==> config.mk <==
export PLATFORM = sky130hd
export DESIGN_NAME = spec_2demux_reg
export DESIGN_NICKNAME = d
export VERILOG_FILES = /design/src/rtl/spec_2demux_reg.sv
export SDC_FILE = /design/constraint.sdc
export NUM_CORES = 1
export LEC_CHECK = 0
export CORE_MARGIN = 3
export CORE_UTILIZATION = 50
export DETAILED_ROUTE_END_ITERATION = 12
export HOLD_SLACK_MARGIN = 0.05
export PLACE_DENSITY = 0.83
export SLEW_MARGIN = 20
export SYNTH_ARGS = -nofsm -noshare
export SYNTH_HDL_FRONTEND = slang
export SYNTH_HIERARCHICAL = 1
export SYNTH_SLANG_ARGS = --single-unit
==> constraint.sdc <==
create_clock -name clk -period 3.47 [get_ports clk]
set_input_delay 1.041 -clock clk [delete_from_list [all_inputs] [get_ports clk]]
set_output_delay 1.041 -clock clk [all_outputs]
set_load 0.005 [all_outputs]
==> src/rtl/spec_2demux_reg.sv <==
// spec_2demux_reg: registered 1-to-2 demultiplexer with valid/ready handshakes.
// A single input stream is steered by sel into one of two one-entry holding
// registers. Each branch drains on its own handshake and keeps a saturating
// count of accepted items.
//
// Ports:
//   clk, rst              rising-edge clock, synchronous active-high reset
//   flush                 empties both holding registers (data/counters kept)
//   in_valid/in_ready     input handshake; in_ready depends on sel's branch only
//   in_data, sel          payload and destination (0 -> out0, 1 -> out1)
//   outK_valid/outK_ready branch K handshake
//   outK_data             branch K registered payload
//   cntK                  branch K accepted-item count, saturating
module spec_2demux_reg #(
  parameter int W     = 1,
  parameter int CNT_W = 8
) (
  input  logic             clk,
  input  logic             rst,
  input  logic             flush,
  input  logic             in_valid,
  output logic             in_ready,
  input  logic [W-1:0]     in_data,
  input  logic             sel,
  output logic             out0_valid,
  output logic             out1_valid,
  input  logic             out0_ready,
  input  logic             out1_ready,
  output logic [W-1:0]     out0_data,
  output logic [W-1:0]     out1_data,
  output logic [CNT_W-1:0] cnt0,
  output logic [CNT_W-1:0] cnt1
);

  logic [1:0]            br_ready;
  logic [1:0]            br_valid;
  logic [1:0]            br_load;
  logic [1:0][W-1:0]     br_data;
  logic [1:0][CNT_W-1:0] br_cnt;
  logic                  acc;

  assign br_ready = {out1_ready, out0_ready};

  // Only the addressed branch can stall the input; the other branch's
  // state never causes head-of-line blocking.
  assign in_ready = ~flush & (~br_valid[sel] | br_ready[sel]);
  assign acc      = in_valid & in_ready;

  for (genvar k = 0; k < 2; k++) begin : g_br
    assign br_load[k] = acc & (sel == 1'(k));

    spec_2demux_reg_branch #(
      .W     (W),
      .CNT_W (CNT_W)
    ) u_br (
      .clk     (clk),
      .rst     (rst),
      .flush   (flush),
      .load    (br_load[k]),
      .in_data (in_data),
      .ready   (br_ready[k]),
      .valid   (br_valid[k]),
      .data    (br_data[k]),
      .cnt     (br_cnt[k])
    );
  end

  assign out0_valid = br_valid[0];
  assign out1_valid = br_valid[1];
  assign out0_data  = br_data[0];
  assign out1_data  = br_data[1];
  assign cnt0       = br_cnt[0];
  assign cnt1       = br_cnt[1];

endmodule

// One output branch: EMPTY/FULL holding register plus saturating counter.
//   load     accept into this branch this cycle (never asserted with flush)
//   ready    downstream consumer accepts
//   valid    register full
//   data     held payload, keeps its last value when emptied
//   cnt      accepted items, saturating at all-ones
module spec_2demux_reg_branch #(
  parameter int W     = 1,
  parameter int CNT_W = 8
) (
  input  logic             clk,
  input  logic             rst,
  input  logic             flush,
  input  logic             load,
  input  logic [W-1:0]     in_data,
  input  logic             ready,
  output logic             valid,
  output logic [W-1:0]     data,
  output logic [CNT_W-1:0] cnt
);

  typedef enum logic {EMPTY = 1'b0, FULL = 1'b1} state_t;

  state_t state, state_nxt;

  always_ff @(posedge clk) begin
    if (rst) begin
      state <= EMPTY;
      data  <= '0;
      cnt   <= '0;
    end else begin
      state <= state_nxt;
      if (load) begin
        data <= in_data;
        if (cnt != '1) cnt <= cnt + 1'b1;
      end
    end
  end

  // A load wins over a same-cycle drain, so the branch sustains one item per
  // cycle without valid dropping.
  always_comb begin
    state_nxt = state;
    if (flush)                      state_nxt = EMPTY;
    else if (load)                  state_nxt = FULL;
    else if (state == FULL && ready) state_nxt = EMPTY;
  end

  assign valid = (state == FULL);

endmodule

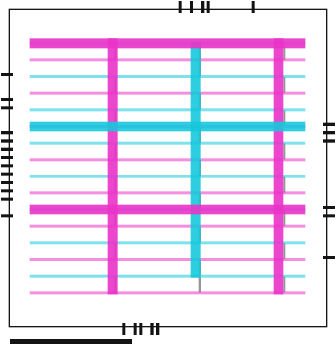
Run 1: power grid
The bar under the picture is 20 um long. Pins as bars on the die edge. Tap cells in gray.
| color | net |
|---|---|
| cyan | VDD |
| magenta | VSS |
met5 straps: 3
met1 rails: 16
met4 straps: 3
rows: 15
DIE WIDTH: 51.7 um
VDD IR max: 0.187 mV
Core ar.: 1840 um2
die height: 51.7 um

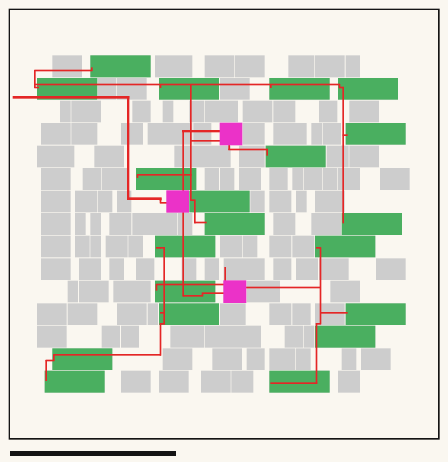
Run 1: clock distribution
The bar under the picture is 20 um long.
[green] flip-flops | count: 20
[red] clock wires | length: 244 um
[magenta] clock-net drivers | count: 3
routed clock nets: 4
flops lie: widely spread
clk_skew: 0.00510 ns
Late-Pin Clk Latency: 0.30 ns
Clk. pwr: 0.137 mW

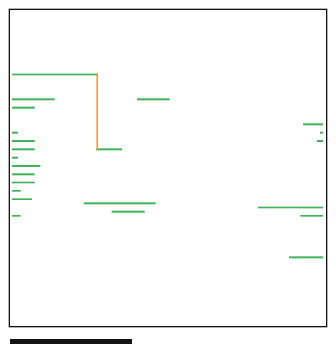
Run 1: signal wires by layer
The bar under the picture is 20 um long. Only two layers are drawn.
| color | layer | wire length |
|---|---|---|
| green | M3 | 97.3 um |
| orange | M4 | 12.2 um |

==> impl_metrics.json, run 1 <==
{
  "edf_count": 0,
  "io_buffers": 28,
  "synth_async_sr_flop_share_pct": 0,
  "routed_wirelength_um": 2280,
  "status": "finished clean",
  "met1_length_um": 1060,
  "pwr-share-seq_pct": 57.2,
  "reg2reg_to": "g_br[0].u_br/cnt[5]",
  "syn_to_final_growth_pct": 32.6,
  "via_count": 922,
  "comb_share_pct": 42.8,
  "drt_iter0_drc": 14,
  "regArea_um2": 400,
  "synth.area.top_cells": "dfxtp_1, a21oi_1, a211oi_1",
  "setup-violations-final": 0,
  "post-cts-setup-buffers": 0,
  "cts_made_buffers": 3,
  "cp_max_fo": 3,
  "path_cells": "clkdlybuf4s50_1, nor3b_1, a311oi_1, dlymetal6s2s_1",
  "r2r_slack_ns": 1.89,
  "stdcell_count": 163,
  "dr.pass1.iters": 4,
  "buf_share_pct": 22.1,
  "cap_violations": 0,
  "dr_wl_met2_um": 1110,
  "cts_htree_levels": 1,
  "r2r-start": "g_br[0].u_br/valid",
  "seq_power_mw": 0.235,
  "most_common_cell": "dfxtp_1",
  "place_congestion": 0.780,
  "dp_cells": 159,
  "p_comb_share_pct": 9.6,
  "timing.fmax_ghz": 0.327,
  "logic_area_um2": 592,
  "grt_usage_pct": 19.0,
  "finalClockPeriodUsage_pct": 88.1,
  "seq_area_share_pct": 28.9,
  "critPathMaxStageDelay_ns": 0.51,
  "crit_path_start_kind": "primary input",
  "relSlewSlack_pct": 45.7,
  "crit_path_end_kind": "primary output",
  "clockBufferCount": 4,
  "synthCells": 109,
  "power_leader": "registers",
  "swShare_pct": 22.2
}
## run 1: worst max-delay path by stage
stage	to	cells after the start
final	in_ready	4
after global routing	in_ready	4
after CTS	in_ready	4
after detailed placement	in_ready	4
after global placement	in_ready	4
after floorplan	in_ready	2
## run 1: cell families (layout without fill, tap and decap cells)
| logic type | Yosys count | in the layout | synth area share (%) |
|---|---|---|---|
| compound gates | 28 | 28 | 20.0 |
| fa+ha+maj | 2 | 2 | 2.40 |
| buf+inv | 11 | 40 | 4.92 |
| flops | 20 | 20 | 38.4 |
| mux | 6 | 6 | 6.71 |
| simple gates | 42 | 42 | 27.6 |
## run 1: timing repair
item	4_1_cts	5_1_grt
hold buffers	0	0
endpoints found under the setup margin	0	1
gates resized	0	1
==> run 2: changes to the inputs <==
- TNS_END_PERCENT: unset -> 100
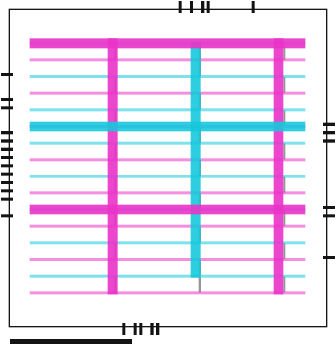
Run 2: power grid
The bar under the picture is 20 um long. Pins as bars on the die edge. Tap cells in gray.
| color | net |
|---|---|
| magenta | VSS |
| cyan | VDD |
met5 straps: 3
met1 rails: 16
met4 straps: 3

==> run 2 against run 1 <==
Critical path type unchanged. Largest power group unchanged. Wire length unchanged. Global-route usage stayed put. Critical endpoint unchanged. Die area unchanged.
==> impl_metrics.json, run 2 <==
{
  "synth_async_sr_flop_share_pct": 0,
  "io_buffers": 28,
  "dr_wl_met2_um": 1110,
  "p_clk_mw": 0.137,
  "finalClockPeriodUsage_pct": 88.1,
  "timing.fmax_ghz": 0.327,
  "swShare_pct": 22.2,
  "dr.pass1.iters": 4,
  "path_cells": "clkdlybuf4s50_1, nor3b_1, a311oi_1, dlymetal6s2s_1",
  "syn_to_final_growth_pct": 32.6,
  "clock_latency_ns": 0.30,
  "die_h_um": 51.7,
  "logic_area_um2": 592,
  "crit_path_end_kind": "primary output",
  "die_w_um": 51.7,
  "cp_max_fo": 3,
  "buf_share_pct": 22.1,
  "via_count": 922,
  "dp_cells": 159,
  "grt_usage_pct": 19.0,
  "clockBufferCount": 4,
  "regArea_um2": 400,
  "relSlewSlack_pct": 45.7,
  "synthCells": 109,
  "place_congestion": 0.780,
  "power_leader": "registers",
  "cts_htree_levels": 1,
  "synth.area.top_cells": "dfxtp_1, a21oi_1, a211oi_1",
  "cts_resized": 0,
  "r2r_slack_ns": 1.89,
  "cts_made_buffers": 3,
  "status": "finished clean",
  "fp.coreArea_um2": 1840,
  "post-cts-setup-buffers": 0,
  "cap_violations": 0,
  "drt_iter0_drc": 14,
  "seq_area_share_pct": 28.9,
  "met1_length_um": 1060,
  "critPathMaxStageDelay_ns": 0.51,
  "comb_share_pct": 42.8,
  "crit_path_start_kind": "primary input",
  "holdBufCountCts": 0,
  "seq_power_mw": 0.235
}
run 2: cell counts in the layout (fill, tap and decap cells not counted):
No cell type changed its count.
run 2: cell families (layout without fill, tap and decap cells):
logic type,after synthesis,after routing,synth area share [%]
buf+inv,11,40,4.92
compound gates,28,28,20.0
simple gates,42,42,27.6
fa+ha+maj,2,2,2.40
flops,20,20,38.4
mux,6,6,6.71
run 2: worst paths after layout:
path                                         start             endpoint  depth (start not counted)
worst max-delay path                           sel             in_ready                          4
worst min-delay path             g_br[0].u_br/data    g_br[0].u_br/data                          2
worst max register to register  g_br[0].u_br/valid  g_br[0].u_br/cnt[5]                          6
worst min register to register   g_br[0].u_br/data    g_br[0].u_br/data                          2
Run 2, placed cells, one color a class:
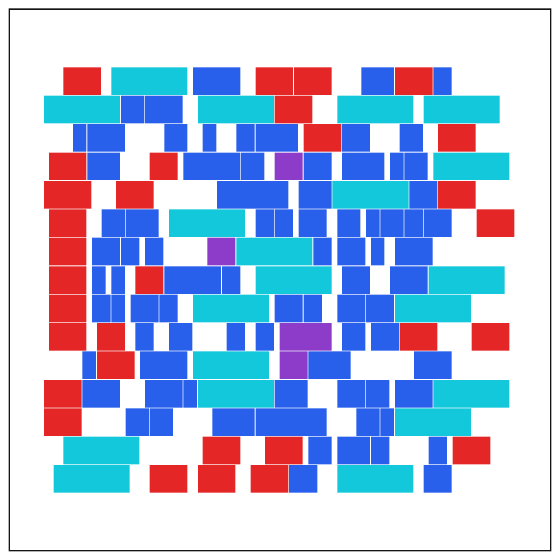

==> run 3: changes to the inputs <==
- CORE_UTILIZATION: 50 -> 35
- GPL_ROUTABILITY_DRIVEN: unset -> 0
- PLACE_DENSITY: 0.83 -> unset
- clock period: 3.47 -> 2.85 ns (I/O delays scaled with it)
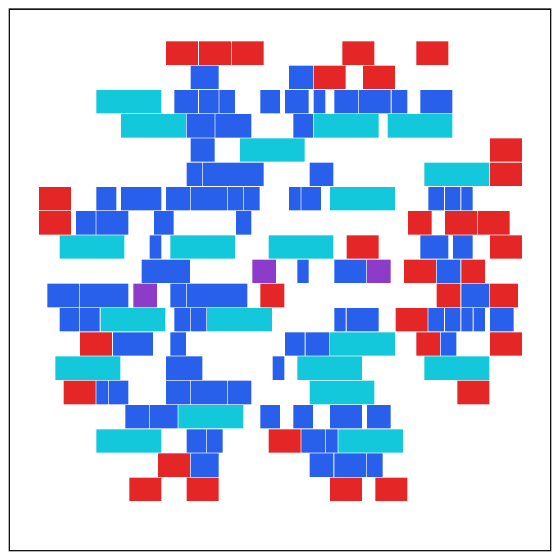
Run 3: placed cells, one color a class
| color | class | cells | share of their area |
|---|---|---|---|
| cyan | registers | 20 | 30% |
| purple | clock-net drivers | 3 | 1.7% |
| blue | remaining logic cells | 83 | 45% |
| red | remaining buffers and delay cells | 33 | 23% |

==> run 3 against run 2 <==
Register-to-register slack got worse by 0.59 ns. Utilization shrank 26 points. Die area increased by 37%. Final cell count rose by 4.3%. Wire length is 0.92% higher. Count of clock-buffer cells in the layout is 1 lower. Sequential power up 22%. First-iteration DRC count rose to 2.8 times the previous value. Clock power down 4%. Critical path type unchanged. Highest routed layer unchanged.
==> impl_metrics.json, run 3 <==
{
  "p_clk_mw": 0.132,
  "crit_path_start_kind": "primary input",
  "p_comb_share_pct": 10.6,
  "relSlewSlack_pct": 66.7,
  "r2r_slack_ns": 1.30,
  "setup.worst_path.end": "in_ready",
  "cts_htree_levels": 1,
  "dr.pass1.iters": 4,
  "clock_latency_ns": 0.29,
  "io_buffers": 28,
  "pwr-share-seq_pct": 61.3,
  "synth.area.top_cells": "dfxtp_1, a21oi_1, a211oi_1",
  "startpoint": "out0_ready",
  "stdcell_count": 170,
  "cts_made_buffers": 3,
  "fp.coreArea_um2": 2810,
  "rr_worst_depth": 6,
  "met1_length_um": 1150,
  "status": "finished clean",
  "cts_resized": 1,
  "finalClockPeriodUsage_pct": 96.8,
  "r2r-start": "g_br[0].u_br/valid",
  "via_count": 936,
  "holdPathEnd": "g_br[0].u_br/data",
  "reg2reg_to": "g_br[0].u_br/cnt[5]",
  "drt_iter0_drc": 39,
  "synthCells": 109,
  "min_from": "g_br[0].u_br/data"
}
## run 3: cell counts after synthesis
No cell type changed its count.
## run 3: worst max-delay path: stages
cell	delay (ns)
clkdlybuf4s50_1	0.51
nor3b_1	0.06
a311oi_1	0.22
dlygate4sd2_1	0.26
## run 3: kinds of logic after synthesis
kind of cell             count (synthesis)  synth area share, %
adder cells (fa/ha/maj)                  2                 2.40
AND-OR/OR-AND                           28                 20.0
multiplexers                             6                 6.71
buffers and inverters                   11                 4.92
AND/OR/NAND/NOR                         42                 27.6
flip-flops                              20                 38.4
## run 3: cell type report
type / instances / area, um2
Tap cell: 31 / 38.8
Clock buffer: 3 / 22.5
Inverter: 5 / 18.8
Multi-Input combinational cell: 78 / 592
Fill cell: 259 / 1420
Timing Repair Buffer: 33 / 317
Sequential cell: 20 / 400

## Gallery

Clock nets.
panel A
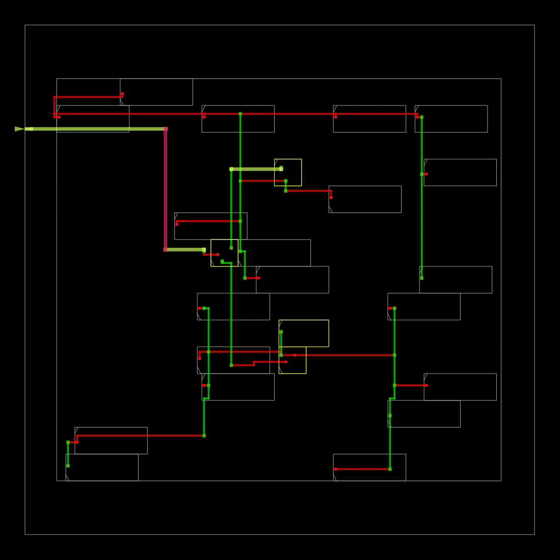
panel B
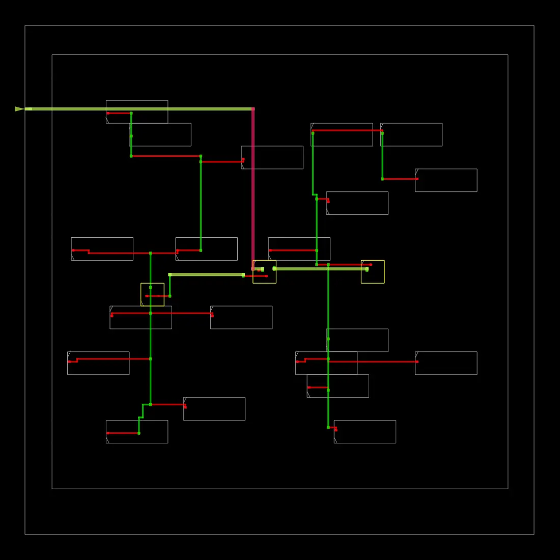
Panel A is run 1.
Panel B is run 3.

Power and IR drop assume default switching activity.
